File: src/rtl/obi_mem_arbiter.sv
// Purpose: N-port OBI request arbiter (fixed or round-robin) in front of one single-port RAM, with address window check.
// Latency: grant is combinational in the request cycle; the response appears RD_LATENCY+1 cycles after the grant.
// Backpressure: none; every cycle with a request grants exactly one port, and masters hold their request until granted.
module obi_mem_arbiter #(
    parameter int                NUM_PORTS  = 2,
    parameter int                ADDR_W     = 32,
    parameter int                DATA_W     = 32,
    parameter int                MEM_SIZE   = 65536,
    parameter logic [ADDR_W-1:0] MEM_START  = '0,
    parameter int                ARB_MODE   = 0,
    parameter int                RD_LATENCY = 1
) (
    input  logic                          clk_i,
    input  logic                          rst_i,
    input  logic [NUM_PORTS-1:0]          req_i,
    output logic [NUM_PORTS-1:0]          gnt_o,
    input  logic [NUM_PORTS-1:0]          we_i,
    input  logic [NUM_PORTS*DATA_W/8-1:0] be_i,
    input  logic [NUM_PORTS*ADDR_W-1:0]   addr_i,
    input  logic [NUM_PORTS*DATA_W-1:0]   wdata_i,
    output logic [NUM_PORTS-1:0]          rvalid_o,
    output logic [NUM_PORTS-1:0]          err_o,
    output logic [DATA_W-1:0]             rdata_o,
    output logic                          mem_req_o,
    output logic                          mem_we_o,
    output logic [DATA_W/8-1:0]           mem_be_o,
    output logic [ADDR_W-1:0]             mem_addr_o,
    output logic [DATA_W-1:0]             mem_wdata_o,
    input  logic                          mem_rvalid_i,
    input  logic [DATA_W-1:0]             mem_rdata_i,
    output logic                          proto_err_o,
    output logic [31:0]                   grant_cnt_o
);

    localparam int BE_W  = DATA_W / 8;
    localparam int PID_W = (NUM_PORTS > 1) ? $clog2(NUM_PORTS) : 1;
    localparam logic [ADDR_W-1:0] WIN_MASK = ~(ADDR_W'(MEM_SIZE - 1));

    typedef struct packed {
        logic             vld;
        logic [PID_W-1:0] pid;
        logic             err;
    } tag_t;

    logic [PID_W-1:0]  rr_ptr_q;
    logic              win_vld;
    logic [PID_W-1:0]  win_idx;
    logic              grant_vld;
    logic              in_win;
    logic [ADDR_W-1:0] win_addr;
    tag_t              push_tag;
    tag_t              fin_tag;
    tag_t              pipe_q [RD_LATENCY];
    logic [NUM_PORTS-1:0] rvalid_d, rvalid_q;
    logic [NUM_PORTS-1:0] err_d, err_q;
    logic [DATA_W-1:0]    rdata_d, rdata_q;
    logic                 proto_d, proto_q;
    logic [31:0]          cnt_q;
    int                   start;
    int                   cand;

    // Pick the winner: fixed mode scans from port 0, round-robin scans from the port after the last winner.
    always_comb begin
        win_vld = 1'b0;
        win_idx = '0;
        cand    = 0;
        start   = (ARB_MODE == 1) ? int'(rr_ptr_q) + 1 : 0;
        for (int k = 0; k < NUM_PORTS; k++) begin
            cand = start + k;
            if (cand >= NUM_PORTS) cand = cand - NUM_PORTS;
            if (!win_vld && req_i[cand[PID_W-1:0]]) begin
                win_vld = 1'b1;
                win_idx = cand[PID_W-1:0];
            end
        end
    end

    // Grant, window check and RAM-side mux; out-of-window winners are granted but never reach the RAM.
    always_comb begin
        grant_vld   = win_vld & ~rst_i;
        win_addr    = addr_i[win_idx*ADDR_W +: ADDR_W];
        in_win      = (win_addr & WIN_MASK) == MEM_START;
        gnt_o       = grant_vld ? (NUM_PORTS'(1) << win_idx) : '0;
        mem_req_o   = grant_vld & in_win;
        mem_we_o    = grant_vld & in_win & we_i[win_idx];
        mem_be_o    = (grant_vld & in_win) ? be_i[win_idx*BE_W +: BE_W] : '0;
        mem_addr_o  = grant_vld ? win_addr : '0;
        mem_wdata_o = grant_vld ? wdata_i[win_idx*DATA_W +: DATA_W] : '0;
        push_tag.vld = grant_vld;
        push_tag.pid = win_idx;
        push_tag.err = ~in_win;
    end

    // Tag shift register; its last stage lines up with the RAM's rvalid for the same access.
    always_ff @(posedge clk_i) begin
        if (rst_i) begin
            for (int i = 0; i < RD_LATENCY; i++) pipe_q[i] <= '0;
        end else begin
            pipe_q[0] <= push_tag;
            for (int i = 1; i < RD_LATENCY; i++) pipe_q[i] <= pipe_q[i-1];
        end
    end

    // Build the one-cycle response and detect a missing or unexpected RAM rvalid.
    always_comb begin
        fin_tag  = pipe_q[RD_LATENCY-1];
        rvalid_d = fin_tag.vld ? (NUM_PORTS'(1) << fin_tag.pid) : '0;
        err_d    = (fin_tag.vld && fin_tag.err) ? (NUM_PORTS'(1) << fin_tag.pid) : '0;
        rdata_d  = (fin_tag.vld && !fin_tag.err) ? mem_rdata_i : '0;
        proto_d  = proto_q | ((fin_tag.vld & ~fin_tag.err) ^ mem_rvalid_i);
    end

    // Response registers, sticky protocol flag, RR pointer and grant counter.
    always_ff @(posedge clk_i) begin
        if (rst_i) begin
            rvalid_q <= '0;
            err_q    <= '0;
            rdata_q  <= '0;
            proto_q  <= 1'b0;
            rr_ptr_q <= PID_W'(NUM_PORTS - 1);
            cnt_q    <= '0;
        end else begin
            rvalid_q <= rvalid_d;
            err_q    <= err_d;
            rdata_q  <= rdata_d;
            proto_q  <= proto_d;
            if (grant_vld) begin
                rr_ptr_q <= win_idx;
                cnt_q    <= cnt_q + 32'd1;
            end
        end
    end

    assign rvalid_o    = rvalid_q;
    assign err_o       = err_q;
    assign rdata_o     = rdata_q;
    assign proto_err_o = proto_q;
    assign grant_cnt_o = cnt_q;

endmodule

File: config.mk
export PLATFORM = sky130hd
export DESIGN_NAME = obi_mem_arbiter
export DESIGN_NICKNAME = d
export VERILOG_FILES = /design/src/rtl/obi_mem_arbiter.sv
export SDC_FILE = /design/constraint.sdc
export NUM_CORES = 1
export LEC_CHECK = 0
export CORE_AREA = 4 4 121 123
export CTS_CLUSTER_SIZE = 14
export DETAILED_ROUTE_END_ITERATION = 10
export DIE_AREA = 0 0 125 127
export HOLD_SLACK_MARGIN = 0.08
export PLACE_DENSITY = 0.72
export SYNTH_ARGS = -nofsm -noshare
export SYNTH_HDL_FRONTEND = slang
export SYNTH_SLANG_ARGS = --single-unit
export TNS_END_PERCENT = 50
File: constraint.sdc
create_clock -name clk_i -period 5.8 [get_ports clk_i]
set_clock_uncertainty 0.1 [all_clocks]
set_input_delay 0.87 -clock clk_i [delete_from_list [all_inputs] [get_ports clk_i]]
set_output_delay 0.87 -clock clk_i [all_outputs]
set_load 0.03 [all_outputs]
==> results_slide.txt <==
Physical Implementation Snapshot

Timing
  – Max-slew violation count: 0
  – Headroom to the max-slew limit: 33.5%
  – Period minus WS final: 4400 ps
  – Finish-stage setup viols: 0
  – Top achievable clock speed: 227 MHz
  – RSZ-0062 raised after global routing: false
  – Final hold violation count: 0

Clock network
  – Clock-pin slew reported for the worst setup and hold paths after clock tree synthesis: 50 ps
  – Hold buffer count at CTS: 0
  – CTS H-tree lvls: 3
  – Insertion delay of the later-clocked pin in the worst-skew pair: 320 ps
  – Quantity of gates resized following cts: 0
  – Number of buffers created by CTS: 9
  – CTS root buffer: clkbuf_16

Route
  – Number of design-rule violations left by the first detailed-router iteration: 321
  – Vias post-DR: 4671
  – Highest layer used for signal routing: met4
  – Routed wl met3: 1570 microns
  – Remaining DRCs: 0
  – Wire per inst: 18.6 microns
  – WL met1: 6720 microns
  – Final Routed Wirelength: 17800 microns

Synth
  – Post-synth seq share: 39.3%
  – Synthesized area: 3670 sq um
  – Most frequent cell after synthesis: nor2_1
  – Area fraction in and, or, nand and nor cells after synthesis: 32.2%
  – Yosys top cell by area: dfxtp_1
  – Post-synthesis cell count: 475
  – YS warnings: 0
  – Unique cell type count in the Yosys netlist: 41
  – Top cells by area: dfxtp_1, a22oi_1, nor2_1
  – Post-synthesis net count: 651
  – MUX area fraction: 1.09%
  – Yosys Instances: 475
  – Largest family of logic cells by area: simple AND/OR/NAND/NOR gates
  – Top post-synthesis cells by count: nor2_1, dfxtp_1, a22oi_1
  – Number of enable flip-flop cells: 0
  – Yosys stat chip area: 3670 sq um

Power and ir drop
  – VDD IR max: 107 uV
  – Power drawn by the clock network: 0.643 mW
  – Switching part of the total power: 24.6%
  – Largest Pwr Group: clock
  – Switching component of the power: 0.371 mW
  – Reg power frac: 33.9%

Critical path
  – Critical path data arrival time: 3430 ps
  – Worst stage delay on the critical path: 710 ps
  – Most frequent CP cell: clkdlybuf4s50_1
  – Required arrival time at the worst endpoint: 4830 ps
  – Reg2reg setup slack: 3220 ps
  – Largest driver fanout on the critical path: 65

Placed design
  – Post-Place Worst Slack: 1390 ps
  – HPWL after DPL: 14200 microns
  – Post-Place Cell Area: 6930 sq um
  – Cell count after placement: 938

Global route
  – Global route hottest layer: met2
  – Initial antenna violation count: 0
  – Maximum number of pins on one net before global-route repair: 66
  – Met2 track demand over resource in global routing: 37.8%
  – Total overflow reported by the global router: 0
  – Number of global-route vias before repair: 4704

Layout
  – Fraction of final layout cells sized beyond drive strength 1: 4.01%
  – Net total in the final layout: 945
  – Post-layout utilization of the core: 53.4%
  – Filler instances: 1286
  – Final design area excluding fillers: 7290 sq um
  – Post-route insts no fill: 956

Job
  – Tool warning count: 26

Floorplan
  – Floorplan-stage core utilization: 26.8%
  – Placement row count: 43
  – Die outline area: 15900 sq um
  – Core footprint: 13700 sq um

Run status
  – Result of the run: completed
[critical path, delay by kind of cell]
kind                   cells  cell delay (ps)
buffers and inverters      3             1580
AND/OR/NAND/NOR            3              810
AND-OR/OR-AND              1              160
[cell usage in the layout, fill, tap and decap left out, drive strengths merged, types with 4 or more instances in the layout]
| master | n |
|---|---|
| dfxtp | 72 |
| clkbuf | 11 |
| xnor2 | 9 |
| or3 | 7 |
| nor2 | 73 |
| o21ai | 8 |
| nand2 | 42 |
| nand2b | 7 |
| nor4 | 10 |
| a21oi | 38 |
| nand4 | 11 |
| buf | 8 |
| a22oi | 48 |
| inv | 9 |
| nor3 | 7 |
| or4 | 9 |
| clkdlybuf4s50 | 313 |
| mux2i | 4 |
| o31ai | 7 |
| and2 | 34 |
| nand3 | 17 |
[path summary, 6_finish.rpt]
| path | startpoint | end | cells after the start |
|---|---|---|---|
| min | pipe_q[0][1] | rvalid_o[0] | 1 |
| max reg2reg | grant_cnt_o[3] | grant_cnt_o[22] | 4 |
| min reg2reg | pipe_q[0][1] | rvalid_o[0] | 1 |
| max | req_i[1] | mem_be_o[1] | 7 |
[final cells by class]
| type | instances | area (sq um) | share of cell area (%) |
|---|---|---|---|
| Timing Repair Buffer | 321 | 3190 | 43.7 |
| Multi-Input combinational cell | 356 | 2050 | 28.0 |
| Sequential cell | 72 | 1440 | 19.8 |
| Clock buffer | 11 | 253 | 3.46 |
| Tap cell | 180 | 225 | 3.09 |
| Clock inverter | 5 | 103 | 1.41 |
| Inverter | 9 | 33.8 | 0.463 |
| Antenna cell | 2 | 5.00 | 0.0686 |
[sequential cells by signal (all words and copies together), names as in the netlist]
register     cells
err_o            2
grant_cnt_o     32
pipe_q           3
proto_err_o      1
rdata_o         32
rvalid_o         2
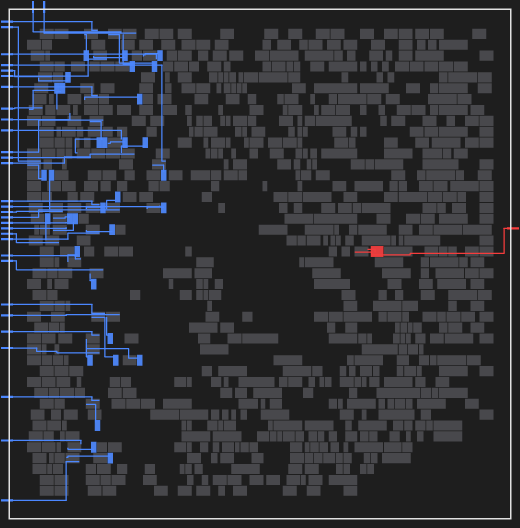
**Above:** port wiring.
Drawn at 4 px/micron.
legend:
  red:
    port: `mem_rvalid_i`
    bits: 1
    direction: input
    end_cells: 1
    buffers: 1
    wire: 48.2 microns
  blue:
    port: `mem_wdata_o`
    bits: 32
    direction: output
    end_cells: 32
    buffers: 32
    wire: 1040 microns
I/O pin total: 316
number of buffers added on ports: 315

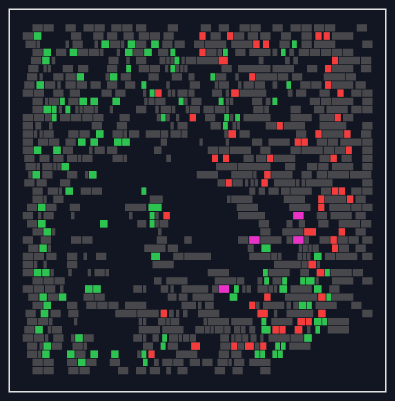
**Above:** gate-type map.
Drawn at 3 px/micron.
legend:
  magenta:
    family: mux cells
    cells: 4
  green:
    family: aoi and oai cells
    cells: 106
    where: all over the die
  red:
    family: and/or cells
    cells: 59

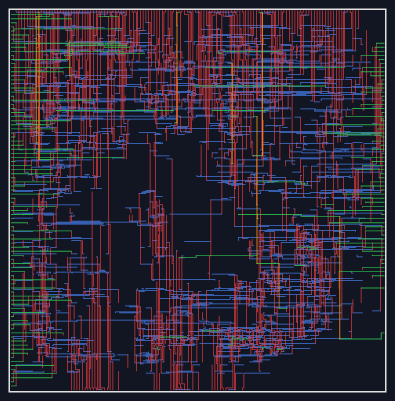
**Above:** signal wires by layer.
Drawn at 3 px/micron.
legend:
  orange:
    layer: metal 4
    wire_length: 326 microns
  blue:
    layer: metal 1
    wire_length: 6720 microns
  green:
    layer: metal 3
    wire_length: 1570 microns
  red:
    layer: metal 2
    wire_length: 9170 microns

Power figures rest on the tool's default switching activity, not on a simulated workload.
